--- config.mk ---
export PLATFORM = sky130hd
export DESIGN_NAME = uart_mmio_tx_flat
export DESIGN_NICKNAME = d
export VERILOG_FILES = /design/src/rtl/uart_mmio_tx_if.sv /design/src/rtl/uart_mmio_tx.sv /design/src/flat_wrapper.sv
export SDC_FILE = /design/constraint.sdc
export NUM_CORES = 1
export LEC_CHECK = 0
export CAP_MARGIN = 20
export CORE_MARGIN = 2
export CORE_UTILIZATION = 53
export CTS_CLUSTER_SIZE = 8
export DETAILED_ROUTE_END_ITERATION = 8
export GPL_TIMING_DRIVEN = 0
export PLACE_DENSITY = 0.8
export SLEW_MARGIN = 30
export SYNTH_ARGS = -nofsm -noshare
export SYNTH_HDL_FRONTEND = slang
export SYNTH_SLANG_ARGS = --single-unit
export TNS_END_PERCENT = 50
--- constraint.sdc ---
create_clock -name clk -period 4.3 [get_ports clk]
set_input_delay 0.43 -clock clk [delete_from_list [all_inputs] [get_ports clk]]
set_output_delay 0.43 -clock clk [all_outputs]
set_load 0.05 [all_outputs]
--- src/rtl/uart_mmio_tx_if.sv ---
// Store/load snoop bus between the CPU data path and the UART transmitter.
interface uart_mmio_tx_if;
  logic        is_store;
  logic [3:0]  we;
  logic [31:0] w_addr;
  logic [31:0] w_data;
  logic [31:0] r_addr;
  logic [31:0] r_data;

  modport master (
    output is_store, we, w_addr, w_data, r_addr,
    input  r_data
  );

  modport slave (
    input  is_store, we, w_addr, w_data, r_addr,
    output r_data
  );
endinterface

--- src/rtl/uart_mmio_tx.sv ---
// Memory-mapped 8N1 UART transmitter: snoops byte stores, queues them in a FIFO
// and shifts them out LSB first; exposes a status word on the load path.
module uart_mmio_tx #(
  parameter logic [31:0] UART_ADDR    = 32'hF6FFF070,
  parameter logic [31:0] STAT_ADDR    = 32'hF6FFF074,
  parameter int unsigned CLKS_PER_BIT = 868,
  parameter int unsigned FIFO_DEPTH   = 16
) (
  input  logic             clk,
  input  logic             rst_n,
  uart_mmio_tx_if.slave    bus,
  output logic             uart_tx,
  output logic             tx_busy,
  output logic             overflow
);

  localparam int unsigned PTR_W  = $clog2(FIFO_DEPTH);
  localparam int unsigned CNT_W  = $clog2(FIFO_DEPTH) + 1;
  localparam int unsigned BAUD_W = 16;
  localparam logic [BAUD_W-1:0] BAUD_LAST = BAUD_W'(CLKS_PER_BIT - 1);
  localparam logic [CNT_W-1:0]  CNT_FULL  = CNT_W'(FIFO_DEPTH);

  typedef enum logic [1:0] {IDLE, START, DATA, STOP} state_t;

  state_t              state, state_n;
  logic [BAUD_W-1:0]   baud, baud_n;
  logic [2:0]          bit_idx, bit_idx_n;
  logic [7:0]          shift, shift_n;
  logic                uart_tx_n;

  logic [7:0]          fifo [FIFO_DEPTH];
  logic [PTR_W-1:0]    rd_ptr, wr_ptr;
  logic [CNT_W-1:0]    count, count_n;
  logic                push, push_ok, pop, full;

  logic                unused_bits;
  assign unused_bits = ^{bus.w_data[31:8], bus.we[3:1]};

  // FIFO bookkeeping: a pop in the same cycle frees the slot a full push needs
  assign push    = bus.is_store & bus.we[0] & (bus.w_addr == UART_ADDR);
  assign full    = (count == CNT_FULL);
  assign push_ok = push & (~full | pop);
  assign count_n = count + CNT_W'(push_ok) - CNT_W'(pop);

  // Status word on the load path; zero for any other address so it can be OR-muxed
  assign bus.r_data = (bus.r_addr == STAT_ADDR)
                    ? {29'b0, overflow, full, tx_busy}
                    : 32'b0;

  // Next-state, baud/bit counters and next line level
  always_comb begin
    state_n   = state;
    baud_n    = baud;
    bit_idx_n = bit_idx;
    shift_n   = shift;
    pop       = 1'b0;
    uart_tx_n = 1'b1;
    case (state)
      IDLE: begin
        if (count != '0) begin
          pop       = 1'b1;
          shift_n   = fifo[rd_ptr];
          baud_n    = '0;
          bit_idx_n = '0;
          state_n   = START;
        end
      end
      START: begin
        uart_tx_n = 1'b0;
        if (baud == BAUD_LAST) begin
          baud_n  = '0;
          state_n = DATA;
        end else begin
          baud_n = baud + BAUD_W'(1);
        end
      end
      DATA: begin
        uart_tx_n = shift[bit_idx];
        if (baud == BAUD_LAST) begin
          baud_n = '0;
          if (bit_idx == 3'd7) begin
            bit_idx_n = '0;
            state_n   = STOP;
          end else begin
            bit_idx_n = bit_idx + 3'd1;
          end
        end else begin
          baud_n = baud + BAUD_W'(1);
        end
      end
      STOP: begin
        if (baud == BAUD_LAST) begin
          baud_n  = '0;
          state_n = IDLE;
        end else begin
          baud_n = baud + BAUD_W'(1);
        end
      end
      default: state_n = IDLE;
    endcase
  end

  // State, counters, pointers and registered outputs
  always_ff @(posedge clk) begin
    if (!rst_n) begin
      state    <= IDLE;
      baud     <= '0;
      bit_idx  <= '0;
      shift    <= '0;
      rd_ptr   <= '0;
      wr_ptr   <= '0;
      count    <= '0;
      uart_tx  <= 1'b1;
      tx_busy  <= 1'b0;
      overflow <= 1'b0;
    end else begin
      state    <= state_n;
      baud     <= baud_n;
      bit_idx  <= bit_idx_n;
      shift    <= shift_n;
      count    <= count_n;
      uart_tx  <= uart_tx_n;
      tx_busy  <= (state_n != IDLE) | (count_n != '0);
      if (pop)            rd_ptr   <= rd_ptr + PTR_W'(1);
      if (push_ok)        wr_ptr   <= wr_ptr + PTR_W'(1);
      if (push & ~push_ok) overflow <= 1'b1;
    end
  end

  // FIFO storage; contents are don't-care until written, so no reset
  always_ff @(posedge clk) begin
    if (rst_n && push_ok) fifo[wr_ptr] <= bus.w_data[7:0];
  end

endmodule

--- src/flat_wrapper.sv ---
// flat-port wrapper written by rule: the top's interface ports become plain ports
module uart_mmio_tx_flat 
#(
  parameter logic [31:0] UART_ADDR    = 32'hF6FFF070,
  parameter logic [31:0] STAT_ADDR    = 32'hF6FFF074,
  parameter int unsigned CLKS_PER_BIT = 868,
  parameter int unsigned FIFO_DEPTH   = 16
)
  (clk, rst_n, uart_tx, tx_busy, overflow, bus_is_store, bus_we, bus_w_addr, bus_w_data, bus_r_addr, bus_r_data);
  uart_mmio_tx_if bus_i ();
  input  logic clk;
  input  logic rst_n;
  output logic uart_tx;
  output logic tx_busy;
  output logic overflow;
  input wire logic [$bits(bus_i.is_store)-1:0] bus_is_store;
  input wire logic [$bits(bus_i.we)-1:0] bus_we;
  input wire logic [$bits(bus_i.w_addr)-1:0] bus_w_addr;
  input wire logic [$bits(bus_i.w_data)-1:0] bus_w_data;
  input wire logic [$bits(bus_i.r_addr)-1:0] bus_r_addr;
  output wire logic [$bits(bus_i.r_data)-1:0] bus_r_data;
  assign bus_i.is_store = bus_is_store;
  assign bus_i.we = bus_we;
  assign bus_i.w_addr = bus_w_addr;
  assign bus_i.w_data = bus_w_data;
  assign bus_i.r_addr = bus_r_addr;
  assign bus_r_data = bus_i.r_data;
  uart_mmio_tx #(.UART_ADDR(UART_ADDR), .STAT_ADDR(STAT_ADDR), .CLKS_PER_BIT(CLKS_PER_BIT), .FIFO_DEPTH(FIFO_DEPTH)) u_core (.clk(clk), .rst_n(rst_n), .bus(bus_i), .uart_tx(uart_tx), .tx_busy(tx_busy), .overflow(overflow));
endmodule
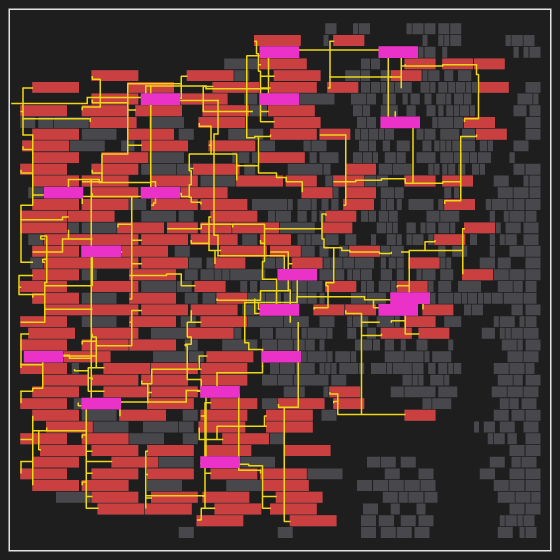
(images/clk_routes.png)
Key: red = flip-flops [count 173]; yellow = clock wires [length 1910 um]; magenta = clock drivers [count 17]
Position of the flops: spread over the die.

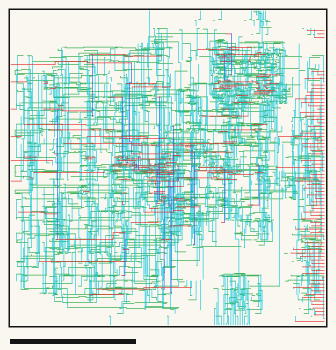
(images/wires.png)
Bar = 50 um.
Key: cyan = metal 2 [wire length 9270 um]; green = metal 1 [wire length 6370 um]; blue = metal 4 [wire length 475 um]; red = metal 3 [wire length 1590 um]

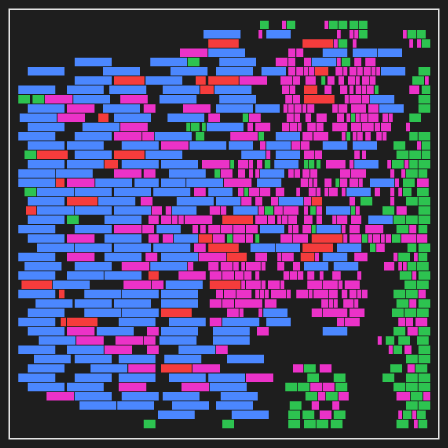
(images/placement_by_type.png)
Key: blue = flops [cells 173]; magenta = combinational and other logic [cells 353]; red = clock drivers and dummy loads [cells 32]; green = other buffers and delay cells [cells 135]

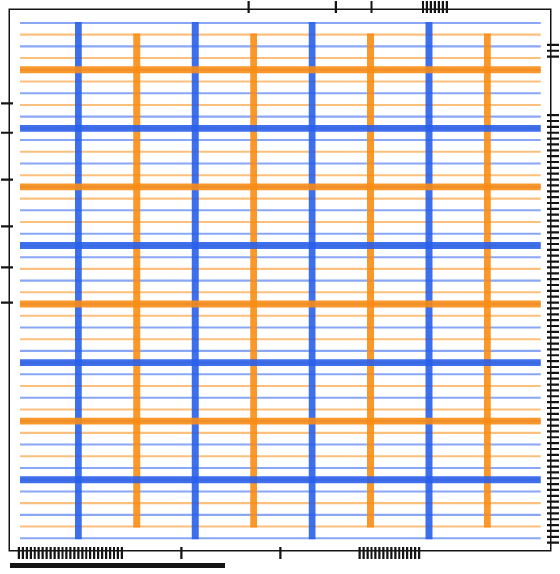
(images/power_grid.png)
Bar = 50 um. Pins as bars on the die edge.
Key: blue = VSS; orange = VDD
138 signal pins sit on the boundary. 8 straps on met4. 8 straps on met5.

## cell type report
type / instances / area share (%)
sequential: 173 / 49.4
multi-input combinational: 328 / 29.4
timing repair buffer: 80 / 8.34
clock buffer: 17 / 4.43
buffer: 55 / 3.52
tap: 184 / 2.40
clock inverter: 15 / 1.51
inverter: 25 / 0.978
## power groups by stage
stage	sequential (mW)	combinational, mW	clock, mW
2_1_floorplan	1.94	0.786	0
3_3_place_gp	1.94	1.03	0
3_5_place_dp	1.95	1.08	0
4_1_cts	1.91	1.09	1.50
5_1_grt	1.92	1.18	1.56
6_report	1.91	1.09	1.48
## metal layers
metal  vias to the layer above  GRT usage (%)
met5                         -              0
met4                         0           8.24
met3                        47           5.82
met2                       329           41.2
met1                      2527           26.8
li1                       2363              -
==> deck_impl_summary.md <==
Implementation Results

Timing
  • Final Worst Setup Slack: 845 ps
  • Worst-Margin Slew: 966 ps

Setup path
  • Crit path depth: 16
  • Crit. Startpoint: u_core.count[3]
  • Crit-path max FO: 10
  • Crit path cell chain: inv_1, ha_1, or4b_1, buf_2, nand2_2, buf_2, inv_1, ha_1, inv_1, ha_1, inv_1, fa_1, nand2b_1, a21oi_1, xnor2_1, a41oi_1
  • Worst Path Class, Setup: reg2reg
  • Worst EP arrival: 3750 ps

Power and ir drop
  • Max VDD drop: 0.447 mV
  • Clock power frac: 33.1%
  • Static Leak: 3.25 nW

Final layout
  • Logic area: 0.00282 sq mm
  • Final Cell Area: 0.00960 sq mm

Synthesis
  • Post-synth regs: 173
  • Commonest cells post-synth: edfxtp_1, dfxtp_1, mux4_2, buf_4, inv_1
  • Flip-flops with a built-in enable: 128

Placed design
  • GPL Wtd Cong: 0.891

Clocking
  • Clock Sinks: 173
  • Root Buffer: clkbuf_16
  • PostCTS Resize Cnt: 0

Drt
  • Via/cell ratio: 6.00
  • Drt first pass iters: 7

Run status
  • Outcome: complete, no violations
No activity file was given, so power comes from the tool's default toggle rates.
